## config.mk

```make
export PLATFORM = sky130hd
export DESIGN_NAME = seg_scan_ctrl
export DESIGN_NICKNAME = d
export VERILOG_FILES = /design/src/rtl/seg_scan_ctrl_pkg.sv /design/src/rtl/seg_scan_ctrl_decoder.sv /design/src/rtl/seg_scan_ctrl.sv
export SDC_FILE = /design/constraint.sdc
export NUM_CORES = 1
export LEC_CHECK = 0
export CAP_MARGIN = 20
export CORE_ASPECT_RATIO = 2
export CORE_UTILIZATION = 58
export CTS_CLUSTER_SIZE = 25
export DETAILED_ROUTE_END_ITERATION = 10
export PLACE_DENSITY = 0.83
export SYNTH_ARGS = -nofsm -noshare
export SYNTH_HDL_FRONTEND = slang
export SYNTH_SLANG_ARGS = --single-unit
```

## constraint.sdc

```tcl
create_clock -name clk -period 6.28 [get_ports clk]
set_input_delay 1.256 -clock clk [delete_from_list [all_inputs] [get_ports clk]]
set_output_delay 1.256 -clock clk [all_outputs]
set_load 0.1 [all_outputs]
```

## src/rtl/seg_scan_ctrl_pkg.sv

```systemverilog
// Shared types and the hex -> seven-segment table for the display scanner.
package seg_pkg;
  typedef logic [6:0] seg_t;
  typedef enum logic {BLANK, SHOW} scan_state_t;

  localparam seg_t SEG_OFF_AH = 7'b0000000;

  // Active-high pattern, bit order {g,f,e,d,c,b,a}
  function automatic seg_t hex_to_seg_ah(input logic [3:0] nibble);
    seg_t s;
    case (nibble)
      4'h0: s = 7'b0111111;
      4'h1: s = 7'b0000110;
      4'h2: s = 7'b1011011;
      4'h3: s = 7'b1001111;
      4'h4: s = 7'b1100110;
      4'h5: s = 7'b1101101;
      4'h6: s = 7'b1111101;
      4'h7: s = 7'b0000111;
      4'h8: s = 7'b1111111;
      4'h9: s = 7'b1101111;
      4'hA: s = 7'b1110111;
      4'hB: s = 7'b1111100;
      4'hC: s = 7'b0111001;
      4'hD: s = 7'b1011110;
      4'hE: s = 7'b1111001;
      default: s = 7'b1110001;
    endcase
    return s;
  endfunction
endpackage

```

## src/rtl/seg_scan_ctrl_decoder.sv

```systemverilog
// Combinational nibble to active-high segment pattern.
module hex_seg_decoder
  import seg_pkg::*;
(
  input  logic [3:0] nibble,
  output seg_t       seg_ah
);
  assign seg_ah = hex_to_seg_ah(nibble);
endmodule

```

## src/rtl/seg_scan_ctrl.sv

```systemverilog
// Time-multiplexed seven-segment scanner: BLANK gap then SHOW dwell per digit,
// digit value and mask snapshotted on entry to SHOW, frame pulse on index wrap.
module seg_scan_ctrl
  import seg_pkg::*;
#(
  parameter int NUM_DIGITS      = 2,
  parameter int TICKS_PER_DIGIT = 50000,
  parameter int BLANK_TICKS     = 600,
  parameter int SEG_ACTIVE_LOW  = 1,
  parameter int EN_ACTIVE_LOW   = 1
) (
  input  logic                                                clk,
  input  logic                                                reset,
  input  logic [4*NUM_DIGITS-1:0]                             digits,
  input  logic [NUM_DIGITS-1:0]                               blank_mask,
  output logic [6:0]                                          seg,
  output logic [NUM_DIGITS-1:0]                               en,
  output logic [(NUM_DIGITS > 1 ? $clog2(NUM_DIGITS) : 1)-1:0] digit_idx,
  output logic                                                frame_tick
);
  localparam int IW   = (NUM_DIGITS > 1) ? $clog2(NUM_DIGITS) : 1;
  localparam int CMAX = (TICKS_PER_DIGIT > BLANK_TICKS)
                      ? ((TICKS_PER_DIGIT > 2) ? TICKS_PER_DIGIT : 2)
                      : ((BLANK_TICKS > 2) ? BLANK_TICKS : 2);
  localparam int CW   = $clog2(CMAX);
  localparam logic [CW-1:0] SHOW_LAST  = CW'(TICKS_PER_DIGIT - 1);
  localparam logic [CW-1:0] BLANK_LAST = CW'((BLANK_TICKS > 0) ? BLANK_TICKS - 1 : 0);
  localparam logic [IW-1:0] IDX_LAST   = IW'(NUM_DIGITS - 1);
  localparam bit SEG_INV = (SEG_ACTIVE_LOW != 0);
  localparam bit EN_INV  = (EN_ACTIVE_LOW != 0);
  localparam bit NO_BLANK = (BLANK_TICKS == 0);
  localparam seg_t SEG_OFF = SEG_OFF_AH ^ {7{SEG_INV}};
  localparam logic [NUM_DIGITS-1:0] EN_OFF = {NUM_DIGITS{EN_INV}};
  localparam scan_state_t RST_STATE = NO_BLANK ? SHOW : BLANK;

  scan_state_t           state, state_nxt;
  logic [CW-1:0]         cnt;
  logic [IW-1:0]         idx, idx_nxt;
  logic [3:0]            snap_nib, nib_d;
  logic                  snap_mask, mask_d;
  logic                  fresh;
  logic                  show_last, blank_last, load;
  seg_t                  seg_ah_d;
  logic [NUM_DIGITS-1:0] en_ah_d;

  assign show_last  = (state == SHOW)  && (cnt == SHOW_LAST);
  assign blank_last = (state == BLANK) && (cnt == BLANK_LAST);
  assign idx_nxt    = show_last ? ((idx == IDX_LAST) ? '0 : idx + 1'b1) : idx;
  // Without a gap there is no BLANK to snapshot from, so load on the first
  // cycle out of reset and at every dwell boundary instead.
  assign load       = NO_BLANK ? (fresh || show_last) : blank_last;
  assign nib_d      = load ? 4'(digits >> {idx_nxt, 2'b00}) : snap_nib;
  assign mask_d     = load ? 1'(blank_mask >> idx_nxt) : snap_mask;
  assign en_ah_d    = NUM_DIGITS'(1) << idx_nxt;
  assign digit_idx  = idx;

  always_comb begin
    state_nxt = state;
    if (blank_last)                 state_nxt = SHOW;
    else if (show_last && !NO_BLANK) state_nxt = BLANK;
  end

  // Decoding the next snapshot lets seg and en land in the same edge as the
  // state change, so en never leads a valid segment pattern.
  hex_seg_decoder u_dec (
    .nibble (nib_d),
    .seg_ah (seg_ah_d)
  );

  always_ff @(posedge clk) begin
    if (reset) begin
      state      <= RST_STATE;
      cnt        <= '0;
      idx        <= '0;
      snap_nib   <= '0;
      snap_mask  <= 1'b1;
      fresh      <= 1'b1;
      seg        <= SEG_OFF;
      en         <= EN_OFF;
      frame_tick <= 1'b0;
    end else begin
      fresh      <= 1'b0;
      state      <= state_nxt;
      cnt        <= (show_last || blank_last) ? '0 : cnt + 1'b1;
      idx        <= idx_nxt;
      snap_nib   <= nib_d;
      snap_mask  <= mask_d;
      frame_tick <= show_last && (idx == IDX_LAST);
      if (state_nxt == SHOW) begin
        seg <= seg_ah_d ^ {7{SEG_INV}};
        en  <= mask_d ? EN_OFF : (en_ah_d ^ EN_OFF);
      end else begin
        seg <= SEG_OFF;
        en  <= EN_OFF;
      end
    end
  end
endmodule

```

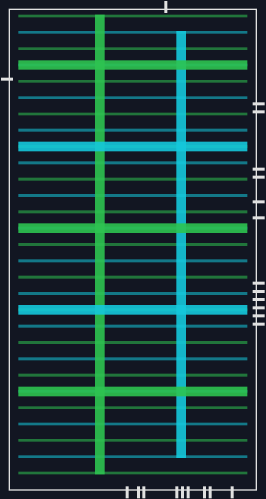
Run 1: floorplan with the power grid
Scale: 6 px per micron. Pins as bars on the die edge.
[VSS] green
[VDD] cyan
rows: 28
met5 straps: 5
signal pins: 23
die y size: 79.89 microns
Core ar.: 2908 sq um
Worst IR Drop VDD: 189.4 uV
die width: 40.94 microns

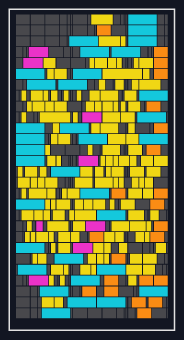
Run 1: cell classes on the final placement
Scale: 4 px per micron. Fill, decap, tap and diode cells in grey.
[clock drivers and dummy loads] magenta | cells: 8 | share of their area: 5.0%
[registers] cyan | cells: 33 | share of their area: 32%
[remaining buffers and delay cells] orange | cells: 22 | share of their area: 11%
[remaining logic cells] yellow | cells: 146 | share of their area: 52%
Seq area share: 31.85%
share of the core filled with cells in the final layout: 71.34%
Final Instance Area: 2074 sq um
standard-cell rows: 28

==> qor.txt, run 1 <==
Fraction of layout instances using a drive strength above 1 -> 10.53%
GRT met1 Usage -> 26.63%
Count of clock-net buffers in the final layout -> 7
Register cell area after layout -> 660.6 sq um
Final Hold Viols -> 0
Ratio of total power to cell area -> 196.8 nW/um^2
Max power group -> sequential cells
Vias per std cell -> 6.029
Hold-fix buffer count after cts -> 0
Dominant kind of cell by area -> multi-input combinational cells
Ports placed on the boundary -> 23
Number of buffers on the longest clock path -> 2
Yosys synthesis warning count -> 0
Number of failing setup endpoints in the final timing report -> 0
Number of flops mapped to enable cells by yosys -> 0
Number of flip-flops in the largest register -> 16
Area of placed instances -> 1973 sq um
DRC violations left -> 0
Overall Power -> 408.3 uW
Setup crit start kind -> register
Leading area contributor after synthesis -> dfxtp_1
Post-detail-place hpwl -> 3141 microns
Max Transition Viols Final -> 0
Fraction of the cycle the final worst path needs -> 58.73%
Most frequent cells in the layout -> dfxtp_1, nor2_1, clkdlybuf4s50_1
Final ANT Viol Nets -> 0
Power attributed to combinational cells -> 20.1 uW
Slowest stage cell on the critical path -> ha_1
Number of nets at floorplan -> 206
Number of ordinary inverters in the final layout -> 11
Number of DRC markers in iteration 0 -> 36
Reg-to-Reg End -> seg[3]$_SDFF_PP1_
CTS clock-pin slew for the worst setup and hold paths -> 0.07 ns
Net Switching -> 87.41 uW
Crit path capture -> seg[3]$_SDFF_PP1_
Internal power of the cells -> 320.9 uW
Area fraction in full adders, half adders and majority gates -> 5.690%
Top-area cell type share of the netlist area -> 37.55%
All-layer global routing usage -> 29.42%
Top FF cell, synth -> dfxtp_1
Hold_sp -> cnt[0]$_SDFF_PP0_
Number of tap cells added at floorplan -> 30
Accumulated negative setup slack -> 0 ns
Final critical-path required period -> 3.688 ns
Post-Route Hold Slack -> 0.4910 ns
Hold Path Sink -> cnt[0]$_SDFF_PP0_
Initial antenna violation count -> 0
Layout Area Growth over Synthesis -> 17.92%
Leakage power figure -> 0.7991 nW
Worst path max stage delay -> 0.44 ns
Sink count of the clock tree -> 33
Antenna cell count -> 0
Number of OpenROAD warnings -> 31
Critical Path Stages -> 14
Wire length reported by the detailed router -> 4033 microns
Outcome -> finished clean
Core Density at Floorplan -> 60.50%
CP Launch Point -> cnt[0]$_SDFF_PP0_
Kind of cell adding the most delay to the critical path -> adder cells
Most instantiated logic cell after routing -> dfxtp_1
Non-clock buffer total of the final layout -> 22
Multi-input logic cell count -> 135
Total number of nets in the final design -> 228
Sequential power -> 213 uW
Fraction of synthesized area in multiplexers -> 8.179%
Post-Syn Instances -> 186
Class of the tightest hold or removal check -> reg -> reg
Count of cells along the worst register-to-register path -> 14
Worst slew margin -> 34.73%
Final instance count without filler cells -> 239
Buffer count from post-CTS setup fixing -> 0
Commonest cells post-synth -> dfxtp_1, nor2_1, xnor2_1
Top cells by area in the synthesized netlist -> dfxtp_1, ha_1, nor2_1
Via count of the first global-routing pass -> 1453
Post-synthesis cell count from yosys -> 186
Fraction of power consumed by combinational cells -> 4.9%
Placed Cells incl. Taps -> 231
Highest Signal Layer -> met4
Area fraction in and, or, nand and nor cells after synthesis -> 23.26%
Yosys synthesis chip area -> 1759 sq um
Arrival time of the worst setup path -> 3.86 ns
Startpoint-to-endpoint class of the critical path -> reg -> reg
Fmax -> 0.2711 GHz
Worst r2r src -> cnt[0]$_SDFF_PP0_
Routing usage on met3 -> 7.799%
Instance count along the most critical hold path -> 1
Num CTS Buffers -> 5
Via count -> 1441
Most utilized layer in the global route result -> met2
Fraction of standard cell area in multi-input logic -> 48.85%
Highest net fanout along the worst path -> 13
Cell mode on critical path -> ha_1
Slew at the pin closest to its max-slew limit -> 0.9760 ns
Global route total overflow -> 0
Maximum number of pins on one net before global-route repair -> 17
Worst setup margin -> 2.592 ns
Global-route wire length before repair -> 6527 microns
Insertion delay to the later sink of the worst-skew pair -> 0.29 ns
Worst setup slack before clock tree synthesis -> 2.689 ns
Number of distinct library cell variants in the gate-level netlist after synthesis -> 50
Sequential fraction of the synthesis area -> 37.55%
CP bufs+invs -> 2
Routed wirelength normalized by instance count -> 16.87 microns
Die Area -> 3270 sq um
Total of flip-flops plus latches after synthesis -> 33
Metal-1 WL -> 1385 microns
Resized cells post-CTS -> 0
# H-tree levels -> 2
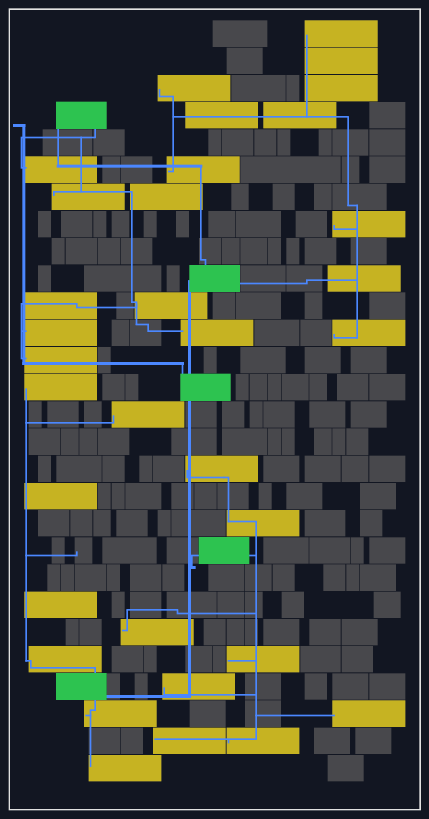
Run 1: clock network drawn from the DEF
Scale: 10 px per micron.
[clock wires] blue | length: 421 microns
[clock-net drivers] green | count: 5
[flip-flops] yellow | count: 33
flops lie: widely spread
routed clock nets: 6
worst-case clock skew: 0.007460 ns
clock network power consumption: 176 uW
proportion of power drawn by the clock network: 43.0%

Run 1, placement view:
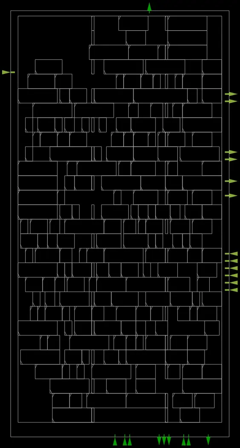

## Run 2: what changed since run 1
Settings changed: CORE_UTILIZATION 58 to 49, PLACE_DENSITY 0.83 to 0.75.
Clock period 6.28 ns to 3.2 ns, I/O delays scaled along.
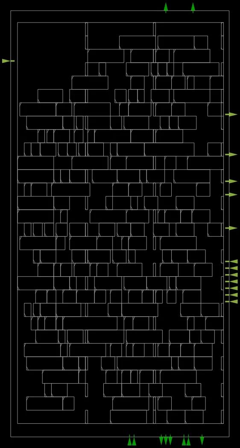
Run 2: placement view
final instance count without filler cells: 264
Core ar.: 3416 sq um
standard-cell rows: 30

==> run 2 against run 1 <==
  * Setup slack got worse by 2.4 ns
  * Flip-flop count did not move
  * Cell count rose by 10%
  * Via count rose by 1.9%
  * Synthesized cell count did not move
  * Clock skew rose by 0.0012 ns
  * Critical endpoint unchanged
==> qor.txt, run 2 <==
Highest Signal Layer -> met4
Kind of cell adding the most delay to the critical path -> adder cells
Max Transition Viols Final -> 0 (unchanged)
XOR-XNOR Cells, Area Fraction -> 8.464%
Outcome -> finished clean
Class of the tightest hold or removal check -> reg -> reg
Die width -> 44.37 microns (+8.4%)
Register-to-register setup slack -> 0.22 ns
Die y size -> 86.74 microns (+8.6%)
Highest net fanout along the worst path -> 4 (-9)
Overall Power -> 923.2 uW (+130%)
Core Density at Floorplan -> 51.50% (-9.0 points)
Global-route wire length before repair -> 6762 microns (+3.6%)
Most utilized layer in the global route result -> met2
Fraction of synthesized area in multiplexers -> 8.179% (unchanged)
Metal-1 WL -> 1434 microns (+3.5%)
Number of DRC markers in iteration 0 -> 26 (-28%)
Initial antenna violation count -> 0 (unchanged)
Via count -> 1469 (+1.9%)
Fmax -> 0.3351 GHz (+24%)
Hold-fix buffer count after cts -> 0 (unchanged)
Reg-to-Reg End -> seg[3]$_SDFF_PP1_
Hold Path Sink -> cnt[0]$_SDFF_PP0_
Multi-input logic cell count -> 135 (unchanged)
Number of distinct library cell variants in the gate-level netlist after synthesis -> 50 (unchanged)
Ratio of total power to cell area -> 427.0 nW/um^2 (+120%)
Dominant kind of cell by area -> multi-input combinational cells
Crit path capture -> seg[3]$_SDFF_PP1_
Number of flip-flops in the largest register -> 16 (unchanged)
Count of cells along the worst register-to-register path -> 12 (-2)
Insertion delay to the later sink of the worst-skew pair -> 0.29 ns (about the same)
Post-synthesis cell count from yosys -> 186 (unchanged)
Most frequent cells in the layout -> dfxtp_1, nor2_1, buf_4
Routing usage on met3 -> 5.208% (-2.6 points)
Sequential fraction of the synthesis area -> 37.55% (unchanged)
Routed wirelength normalized by instance count -> 15.48 microns (-8.3%)
Fraction of standard cell area in multi-input logic -> 47.22% (-1.6 points)
Final Instance Area -> 2162 sq um (+4.2%)
Proportion of power drawn by the clock network -> 50.4% (+7.4 points)
Yosys synthesis warning count -> 0 (unchanged)
Top FF cell, synth -> dfxtp_1
Maximum number of pins on one net before global-route repair -> 17 (unchanged)
Fraction of power consumed by combinational cells -> 4.4% (-0.5 points)
Number of failing setup endpoints in the final timing report -> 0 (unchanged)
Layout Area Growth over Synthesis -> 22.90%
Final critical-path required period -> 2.984 ns (-0.7038 ns)
Total number of nets in the final design -> 235 (+3.1%)
Top cells by area in the synthesized netlist -> dfxtp_1, ha_1, nor2_1
Worst setup margin -> 0.2156 ns (-2.376 ns)
Leakage power figure -> 0.8511 nW (+6.5%)
All-layer global routing usage -> 23.99% (-5.4 points)
CP Launch Point -> cnt[0]$_SDFF_PP0_
Slowest stage cell on the critical path -> dfxtp_1
Resized cells post-CTS -> 0 (unchanged)
Final Hold Viols -> 0 (unchanged)
Non-clock buffer total of the final layout -> 29 (+32%)
Register cell area after layout -> 660.6 sq um (unchanged)
Instance count along the most critical hold path -> 1 (unchanged)
Worst slew margin -> 58.51% (+24 points)
Internal power of the cells -> 745.0 uW (+130%)
Top-area cell type share of the netlist area -> 37.55% (unchanged)
Number of buffers on the longest clock path -> 2 (unchanged)
Worst IR Drop VDD -> 343.3 uV (+81%)
Antenna cell count -> 0 (unchanged)
Cell mode on critical path -> ha_1
Sequential power -> 417 uW (+96%)
Fraction of layout instances using a drive strength above 1 -> 19.44% (+8.9 points)
Post-Route Hold Slack -> 0.4651 ns (-0.02585 ns)
Number of nets at floorplan -> 206 (unchanged)
Worst path max stage delay -> 0.37 ns (-0.07 ns)
Arrival time of the worst setup path -> 3.21 ns (-0.65 ns)
Leading area contributor after synthesis -> dfxtp_1
Placed Cells incl. Taps -> 256 (+11%)
# H-tree levels -> 2 (unchanged)
Net Switching -> 178.2 uW (+100%)
Max power group -> clock
CTS clock-pin slew for the worst setup and hold paths -> 0.07 ns (about the same)
Area fraction in and, or, nand and nor cells after synthesis -> 23.26% (unchanged)
Slew at the pin closest to its max-slew limit -> 0.6167 ns (-0.3593 ns)
Seq area share -> 30.56% (-1.3 points)
Post-Syn Instances -> 186 (unchanged)
Via count of the first global-routing pass -> 1474 (+1.4%)
Most instantiated logic cell after routing -> dfxtp_1
Fraction of the cycle the final worst path needs -> 93.26% (+35 points)
Vias per std cell -> 5.564 (-7.7%)
Die Area -> 3848 sq um (+18%)
Final ANT Viol Nets -> 0 (unchanged)
Commonest cells post-synth -> dfxtp_1, nor2_1, xnor2_1
Clock network power consumption -> 466 uW (+160%)
Number of flops mapped to enable cells by yosys -> 0 (unchanged)
DRC violations left -> 0 (unchanged)
Accumulated negative setup slack -> 0 ns (unchanged)
Post-detail-place hpwl -> 3203 microns (+2.0%)
Hold_sp -> cnt[0]$_SDFF_PP0_
Share of the core filled with cells in the final layout -> 63.30% (-8.0 points)
Global route total overflow -> 0 (unchanged)
Total of flip-flops plus latches after synthesis -> 33 (unchanged)
Number of ordinary inverters in the final layout -> 11 (unchanged)
Setup crit start kind -> register
Startpoint-to-endpoint class of the critical path -> reg -> reg
Sink count of the clock tree -> 33 (unchanged)
Worst-case clock skew -> 0.008673 ns (+0.001213 ns)
Area of placed instances -> 2024 sq um (+2.6%)
CP bufs+invs -> 1 (-1)
Count of clock-net buffers in the final layout -> 5 (-2)
Worst r2r src -> cnt[0]$_SDFF_PP0_
Yosys synthesis chip area -> 1759 sq um (unchanged)
Buffer count from post-CTS setup fixing -> 0 (unchanged)
Run 2, floorplan with the power grid:
Scale: 6 px per micron. Pins as bars on the die edge.
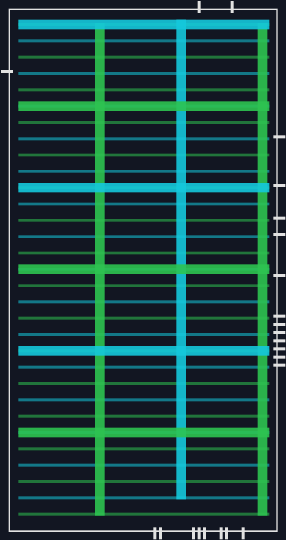

## Run 3: what changed since run 2
Settings changed: CORE_ASPECT_RATIO 2 to not set, CTS_CLUSTER_SIZE 25 to not set.
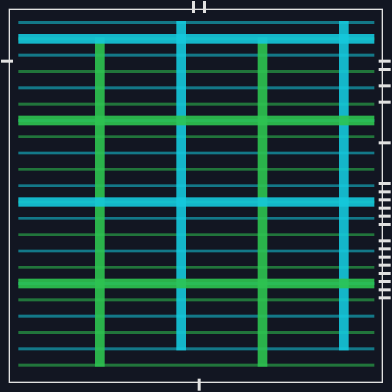
Run 3: floorplan with the power grid
Scale: 6 px per micron. Pins as bars on the die edge.
[VSS] green
[VDD] cyan
met1 rails: 22
signal pins: 23
die width: 61.92 microns
die y size: 61.92 microns
Worst IR Drop VDD: 243.7 uV
Core ar.: 3390 sq um

==> run 3 against run 2 <==
  * Largest power group is now sequential cells
  * Critical endpoint unchanged
  * Critical path depth is the same
  * Largest cell class unchanged
  * Worst hold slack got worse by 0.030 ns
  * Via count shrank 0.61%
  * Synthesized cell count stayed put
==> qor.txt, run 3 <==
Outcome -> finished clean
Via count -> 1460 (-0.61%)
Worst-case clock skew -> 0.005400 ns (-0.003273 ns)
Area fraction in and, or, nand and nor cells after synthesis -> 23.26% (unchanged)
Number of flip-flops in the largest register -> 16 (unchanged)
Cell mode on critical path -> ha_2
Resized cells post-CTS -> 0 (unchanged)
Arrival time of the worst setup path -> 3.21 ns (about the same)
Highest net fanout along the worst path -> 5 (+1)
Hold_sp -> cnt[0]$_SDFF_PP0_
Top FF cell, synth -> dfxtp_1
Seq area share -> 31.62% (+1.1 points)
Fraction of standard cell area in multi-input logic -> 49.31% (+2.1 points)
Slowest stage cell on the critical path -> dfxtp_1
Commonest cells post-synth -> dfxtp_1, nor2_1, xnor2_1
Max Transition Viols Final -> 0 (unchanged)
Routing usage on met3 -> 7.246% (+2.0 points)
XOR-XNOR Cells, Area Fraction -> 8.464% (unchanged)
DRC violations left -> 0 (unchanged)
Multi-input logic cell count -> 135 (unchanged)
Leading area contributor after synthesis -> dfxtp_1
Sink count of the clock tree -> 33 (unchanged)
Proportion of power drawn by the clock network -> 33.6% (-17 points)
Area of placed instances -> 2007 sq um (-0.87%)
Reg-to-Reg End -> seg[3]$_SDFF_PP1_
Sequential fraction of the synthesis area -> 37.55% (unchanged)
Slew at the pin closest to its max-slew limit -> 0.6177 ns (+0.0009823 ns)
Hold-fix buffer count after cts -> 0 (unchanged)
Number of DRC markers in iteration 0 -> 56 (+120%)
Final instance count without filler cells -> 261 (-1.1%)
Total number of nets in the final design -> 235 (unchanged)
Final Instance Area -> 2093 sq um (-3.2%)
Yosys synthesis warning count -> 0 (unchanged)
Internal power of the cells -> 540.2 uW (-27%)
Share of the core filled with cells in the final layout -> 61.76% (-1.5 points)
Number of nets at floorplan -> 206 (unchanged)
Worst r2r src -> cnt[1]$_SDFF_PP0_
Antenna cell count -> 0 (unchanged)
Number of failing setup endpoints in the final timing report -> 0 (unchanged)
Worst slew margin -> 58.44% (-0.066 points)
Via count of the first global-routing pass -> 1403 (-4.8%)
Routed wirelength normalized by instance count -> 14.66 microns (-5.3%)
CP bufs+invs -> 2 (+1)
Final ANT Viol Nets -> 0 (unchanged)
Most instantiated logic cell after routing -> dfxtp_1
Yosys synthesis chip area -> 1759 sq um (unchanged)
Startpoint-to-endpoint class of the critical path -> reg -> reg
Count of cells along the worst register-to-register path -> 12 (unchanged)
All-layer global routing usage -> 22.85% (-1.1 points)
Fraction of layout instances using a drive strength above 1 -> 20.93% (+1.5 points)
Dominant kind of cell by area -> multi-input combinational cells
Maximum number of pins on one net before global-route repair -> 17 (unchanged)
Buffer count from post-CTS setup fixing -> 0 (unchanged)
Total of flip-flops plus latches after synthesis -> 33 (unchanged)
Worst path max stage delay -> 0.36 ns (about the same)
Fraction of power consumed by combinational cells -> 6.0% (+1.6 points)
Fraction of the cycle the final worst path needs -> 93.49% (+0.23 points)
Register cell area after layout -> 661.9 sq um (+0.19%)
Core Density at Floorplan -> 51.90% (+0.40 points)
Class of the tightest hold or removal check -> reg -> reg
Global-route wire length before repair -> 6230 microns (-7.9%)
Non-clock buffer total of the final layout -> 29 (unchanged)
Max power group -> sequential cells
Initial antenna violation count -> 0 (unchanged)
Vias per std cell -> 5.594 (+0.53%)
Number of ordinary inverters in the final layout -> 11 (unchanged)
Global route total overflow -> 0 (unchanged)
No activity file was given, so power comes from the tool's default toggle rates.
